## src/rtl/disp_pkg.sv

```systemverilog
`default_nettype none
// ============================================================================
//  Module      : disp_pkg
//  Description : Shared types and constants for the display scan controller:
//                FSM state encoding, segment bit order and hex glyph codes.
//  Revision    : 1.0 - initial release
// ============================================================================
package disp_pkg;

    // Scan FSM state encoding
    typedef logic [0:0] state_t;
    localparam state_t ST_GUARD = 1'b0;
    localparam state_t ST_SHOW  = 1'b1;

    // Segment bus bit order: bit6 = a ... bit0 = g, active-high
    typedef struct packed {
        logic a;
        logic b;
        logic c;
        logic d;
        logic e;
        logic f;
        logic g;
    } seg_t;

    localparam seg_t SEG_0     = 7'b1111110;
    localparam seg_t SEG_1     = 7'b0110000;
    localparam seg_t SEG_2     = 7'b1101101;
    localparam seg_t SEG_3     = 7'b1111001;
    localparam seg_t SEG_4     = 7'b0110011;
    localparam seg_t SEG_5     = 7'b1011011;
    localparam seg_t SEG_6     = 7'b1011111;
    localparam seg_t SEG_7     = 7'b1110000;
    localparam seg_t SEG_8     = 7'b1111111;
    localparam seg_t SEG_9     = 7'b1111011;
    localparam seg_t SEG_A     = 7'b1110111;
    localparam seg_t SEG_B     = 7'b0011111;
    localparam seg_t SEG_C     = 7'b1001110;
    localparam seg_t SEG_D     = 7'b0111101;
    localparam seg_t SEG_E     = 7'b1001111;
    localparam seg_t SEG_F     = 7'b1000111;
    localparam seg_t SEG_BLANK = 7'b0000000;

endpackage
`default_nettype wire

```

## src/rtl/disp_scan_ctrl_hex7_lut.sv

```systemverilog
`default_nettype none
// ============================================================================
//  Module      : hex7_lut
//  Description : Combinational hex nibble to active-high abcdefg decoder.
//  Revision    : 1.0 - initial release
// ============================================================================
module hex7_lut
    import disp_pkg::*;
(
    input  logic [3:0] hex,
    output logic [6:0] seg
);

    // Glyph lookup; every nibble value maps to a defined code
    always_comb begin
        seg = SEG_BLANK;
        case (hex)
            4'h0: seg = SEG_0;
            4'h1: seg = SEG_1;
            4'h2: seg = SEG_2;
            4'h3: seg = SEG_3;
            4'h4: seg = SEG_4;
            4'h5: seg = SEG_5;
            4'h6: seg = SEG_6;
            4'h7: seg = SEG_7;
            4'h8: seg = SEG_8;
            4'h9: seg = SEG_9;
            4'hA: seg = SEG_A;
            4'hB: seg = SEG_B;
            4'hC: seg = SEG_C;
            4'hD: seg = SEG_D;
            4'hE: seg = SEG_E;
            4'hF: seg = SEG_F;
            default: seg = SEG_BLANK;
        endcase
    end

endmodule
`default_nettype wire

```

## src/rtl/disp_scan_ctrl.sv

```systemverilog
`default_nettype none
// ============================================================================
//  Module      : disp_scan_ctrl
//  Description : Time-multiplexed seven-segment scan controller. Steps through
//                NDIG digits with an all-off guard between slots, decodes the
//                committed value through one shared LUT, and accepts new
//                values via valid/ready, committing them only at frame wrap.
//  Revision    : 1.0 - initial release
// ============================================================================
module disp_scan_ctrl
    import disp_pkg::*;
#(
    parameter int NDIG     = 4,
    parameter int DIV      = 50000,
    parameter int GUARD    = 2,
    parameter int BLANK_LZ = 1
) (
    input  logic                clk,
    input  logic                rst,
    input  logic                load_valid,
    output logic                load_ready,
    input  logic [4*NDIG-1:0]   load_data,
    output logic [6:0]          seg,
    output logic [NDIG-1:0]     an,
    output logic                frame_done
);

    localparam int CMAX = (DIV > GUARD) ? DIV : GUARD;
    localparam int CW   = $clog2(CMAX + 1);
    localparam int SW   = (NDIG > 1) ? $clog2(NDIG) : 1;

    localparam logic [CW-1:0] C_DIV_LAST   = CW'(DIV - 1);
    localparam logic [CW-1:0] C_GUARD_LAST = CW'(GUARD - 1);
    localparam logic [SW-1:0] C_SLOT_LAST  = SW'(NDIG - 1);

    state_t              r_state;
    logic [CW-1:0]       r_cnt;
    logic [SW-1:0]       r_slot;
    logic [4*NDIG-1:0]   r_disp;
    logic [4*NDIG-1:0]   r_shadow;
    logic                r_pending;

    state_t              w_state_nxt;
    logic [CW-1:0]       w_cnt_nxt;
    logic [SW-1:0]       w_slot_nxt;
    logic                w_wrap;
    logic [3:0]          w_digits [NDIG];
    logic [NDIG-1:0]     w_blank;
    logic [3:0]          w_hex;
    logic [6:0]          w_lut_seg;
    logic [6:0]          w_seg_nxt;
    logic [NDIG-1:0]     w_an_nxt;

    assign load_ready = ~r_pending;

    // Split the committed value into per-digit nibbles and blank flags.
    // A digit is a leading zero when it and everything above it are zero;
    // digit 0 always shows so an all-zero value still reads "0".
    for (genvar k = 0; k < NDIG; k++) begin : g_digit
        assign w_digits[k] = r_disp[4*k +: 4];
        if (k == 0) begin : g_lsd
            assign w_blank[k] = 1'b0;
        end else begin : g_upper
            assign w_blank[k] = (BLANK_LZ != 0) && (r_disp[4*NDIG-1:4*k] == '0);
        end
    end

    // Scan sequencing: GUARD for GUARD cycles, SHOW for DIV cycles, next slot
    always_comb begin
        w_state_nxt = r_state;
        w_cnt_nxt   = r_cnt + 1'b1;
        w_slot_nxt  = r_slot;
        w_wrap      = 1'b0;
        if (r_state == ST_GUARD) begin
            if (r_cnt == C_GUARD_LAST) begin
                w_state_nxt = ST_SHOW;
                w_cnt_nxt   = '0;
            end
        end else begin
            if (r_cnt == C_DIV_LAST) begin
                w_state_nxt = ST_GUARD;
                w_cnt_nxt   = '0;
                if (r_slot == C_SLOT_LAST) begin
                    w_slot_nxt = '0;
                    w_wrap     = 1'b1;
                end else begin
                    w_slot_nxt = r_slot + 1'b1;
                end
            end
        end
    end

    // Single shared decode path. The slot never changes on an edge that
    // enters or stays in SHOW, so muxing on the current slot is enough.
    assign w_hex = w_digits[r_slot];

    hex7_lut u_lut (
        .hex (w_hex),
        .seg (w_lut_seg)
    );

    // Next registered pin values follow the next FSM state
    always_comb begin
        w_seg_nxt = SEG_BLANK;
        w_an_nxt  = '0;
        if (w_state_nxt == ST_SHOW) begin
            w_an_nxt = NDIG'(1) << r_slot;
            if (!w_blank[r_slot]) begin
                w_seg_nxt = w_lut_seg;
            end
        end
    end

    // State, value storage with tear-free commit, and registered outputs
    always_ff @(posedge clk) begin
        if (rst) begin
            r_state    <= ST_GUARD;
            r_cnt      <= '0;
            r_slot     <= '0;
            r_disp     <= '0;
            r_shadow   <= '0;
            r_pending  <= 1'b0;
            seg        <= SEG_BLANK;
            an         <= '0;
            frame_done <= 1'b0;
        end else begin
            r_state <= w_state_nxt;
            r_cnt   <= w_cnt_nxt;
            r_slot  <= w_slot_nxt;
            if (w_wrap) begin
                // Frame boundary: commit pending value, or take a fresh
                // offer straight through when nothing is waiting
                if (r_pending) begin
                    r_disp    <= r_shadow;
                    r_pending <= 1'b0;
                end else if (load_valid) begin
                    r_disp <= load_data;
                end
            end else if (load_valid && !r_pending) begin
                r_shadow  <= load_data;
                r_pending <= 1'b1;
            end
            seg        <= w_seg_nxt;
            an         <= w_an_nxt;
            frame_done <= w_wrap;
        end
    end

endmodule
`default_nettype wire
```

## config.mk

```make
export PLATFORM = sky130hd
export DESIGN_NAME = disp_scan_ctrl
export DESIGN_NICKNAME = d
export VERILOG_FILES = /design/src/rtl/disp_pkg.sv /design/src/rtl/disp_scan_ctrl_hex7_lut.sv /design/src/rtl/disp_scan_ctrl.sv
export SDC_FILE = /design/constraint.sdc
export NUM_CORES = 1
export LEC_CHECK = 0
export CORE_MARGIN = 5
export CORE_UTILIZATION = 40
export DETAILED_ROUTE_END_ITERATION = 12
export DONT_BUFFER_PORTS = 1
export GPL_TIMING_DRIVEN = 0
export SKIP_CTS_REPAIR_TIMING = 1
export SLEW_MARGIN = 40
export SYNTH_ARGS = -nofsm -noshare
export SYNTH_HDL_FRONTEND = slang
export SYNTH_SLANG_ARGS = --single-unit
export TNS_END_PERCENT = 10
```

## constraint.sdc

```tcl
create_clock -name clk -period 5.85 [get_ports clk]
set_clock_uncertainty 0.1 [all_clocks]
set_input_delay 0.585 -clock clk [delete_from_list [all_inputs] [get_ports clk]]
set_output_delay 0.585 -clock clk [all_outputs]
set_load 0.1 [all_outputs]
```

**Zoomed window**

Window x 28 to 68, y 47 to 87 um. Cells in gray, sequential cells in the stronger gray; small squares are vias.
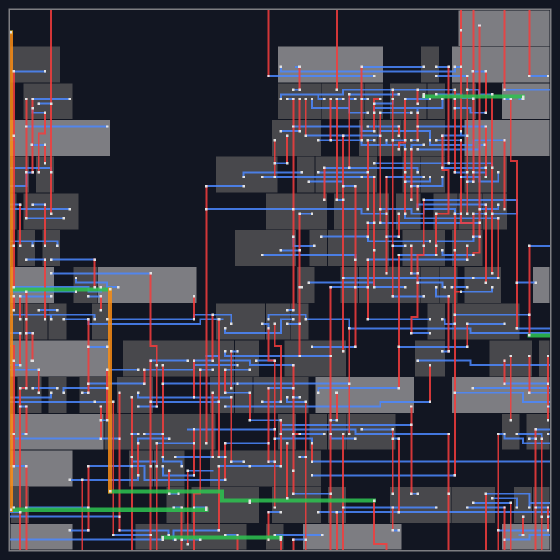
legend:
  green:
    layer: metal 3
  red:
    layer: metal 2
  blue:
    layer: metal 1
  orange:
    layer: metal 4
netlist names of flops here include: r_disp (5), seg (4), r_slot (2)
cells with their middle in the window: 96
sequential cells in the window: 13
most frequent: nand2_1 (13), dfxtp_1 (9), ha_1 (8)

==> reports/metrics.cfg <==
[hold_path]
hp-class=in -> reg
hold_path_depth=2

[synth]
mux_share=0.168
top_area_cell=dfxtp_1
top_area_frac=0.436
syn_inst=316
synth.ff_latch_count=64
avgSynthCellArea_sq_um=9.30
synthXorXnorAreaFrac=0.0387
top_logic_kind=simple AND/OR/NAND/NOR gates
yosys_cells=316
most_common_cell=dfxtp_1
compound_area_frac=0.0774
flop_cell=dfxtp_1
syn_nets=345
async_flop_share=0
ys_area_sq_um=2940
adder_share=0.0426
synth.distinct_cells=39
common_cells=dfxtp_1, nand2_1, nor2_1, mux2i_1, a21oi_1

[floorplanning]
dieHeight_um=95.7
die-width_um=95.7
core_area_sq_um=7210
num_rows=31
io_pins=32
nWellTaps=99
initCoreUtil=0.408

[finish]
clock_area_frac=0.0509
logic_area_sq_um=1540
top_regs=r_cnt (16), r_disp (16), r_shadow (16)
syn_to_final_growth_pct=10.3
clkbuf_count=12
fin_cells=431
largest_class=multi-input combinational cells
fillers=708
regArea_sq_um=1300
antennaDiodeCount=0
n_all_inverters=10
design_area_sq_um=3240
final_common_cell=dfxtp_1
flops=64
comb_share=0.475
buffers=16
drive_above_1_share=0.172
utilization=0.450
layout.nets=356
logic_gate_count=226

[pwr]
power_frac_comb=0.075
max-vdd-ir-drop_v=0.000184
power.switching_fraction=0.303
clockPowerShare=0.351
power_density_nw_per_um2=288
p_seq_w=0.000537
p_leak_nw=1.19
p_sw_w=0.000283
clk-power_w=0.000328

[clock_network]
clk_latency_ps=350
cts_tree=built
htree_num_levels=3
cts.root.buffer_cell=clkbuf_8
clockBufferDepth=2

[route]
wirelength_mm=5.91
drc_errors=0
top_layer=met4
met2WireLength_mm=2.80
drt_iter0_markers=122
wl_per_cell_um=13.7
viasPerCell=5.07
dr_wl_met3_um=317

[final_timing]
slew_headroom=0.428
period_needed_ps=2790
finalClockPeriodUsage=0.478
worst_pin_slew_ps=857
worst_slack_ps=3060
fin_setup_tns_ps=0
fmaxAchievable_mhz=358
finalSetupViolCount=0
finalHoldViolCount=0
holdWs_ps=289

[setup_path]
cp_num_buf_inv=3
rr_startpoint=r_slot[0]
critical_path.max_fanout=10
r2r_setup_slack_ps=3060
slowest_stage=mux4_2
required_ps=6000
cp_common_cell=clkbuf_1
endpoint_kind=register
cp.arrival_ps=2940
reg2reg_depth=7

[global_route]
grt_pass1_vias=2201
grt_usage=0.145
antenna_found_initial=0
grtUsageMet3=0.0602
grt_max_degree=11

[placement]
dp.cells=415
place_area_sq_um=3080
dp_slack_ps=3010
gp_congestion=0.868
portBuffers=0

[job]
drv_cap=0

[run_status]
status=finished, final reports clean

**Congestion heat map**

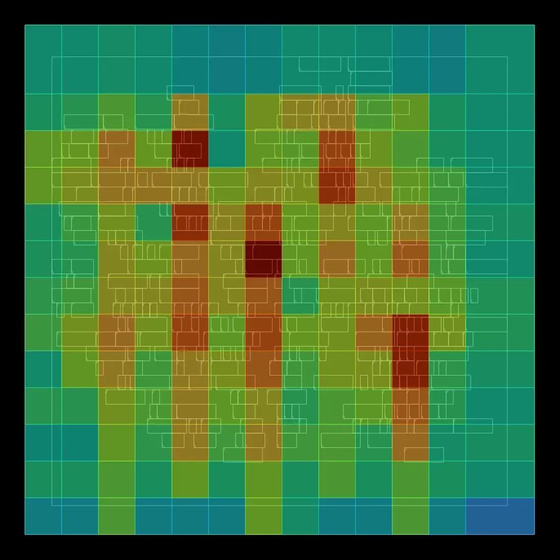
met2 GRT Util: 0.236
GR Util met1: 0.172

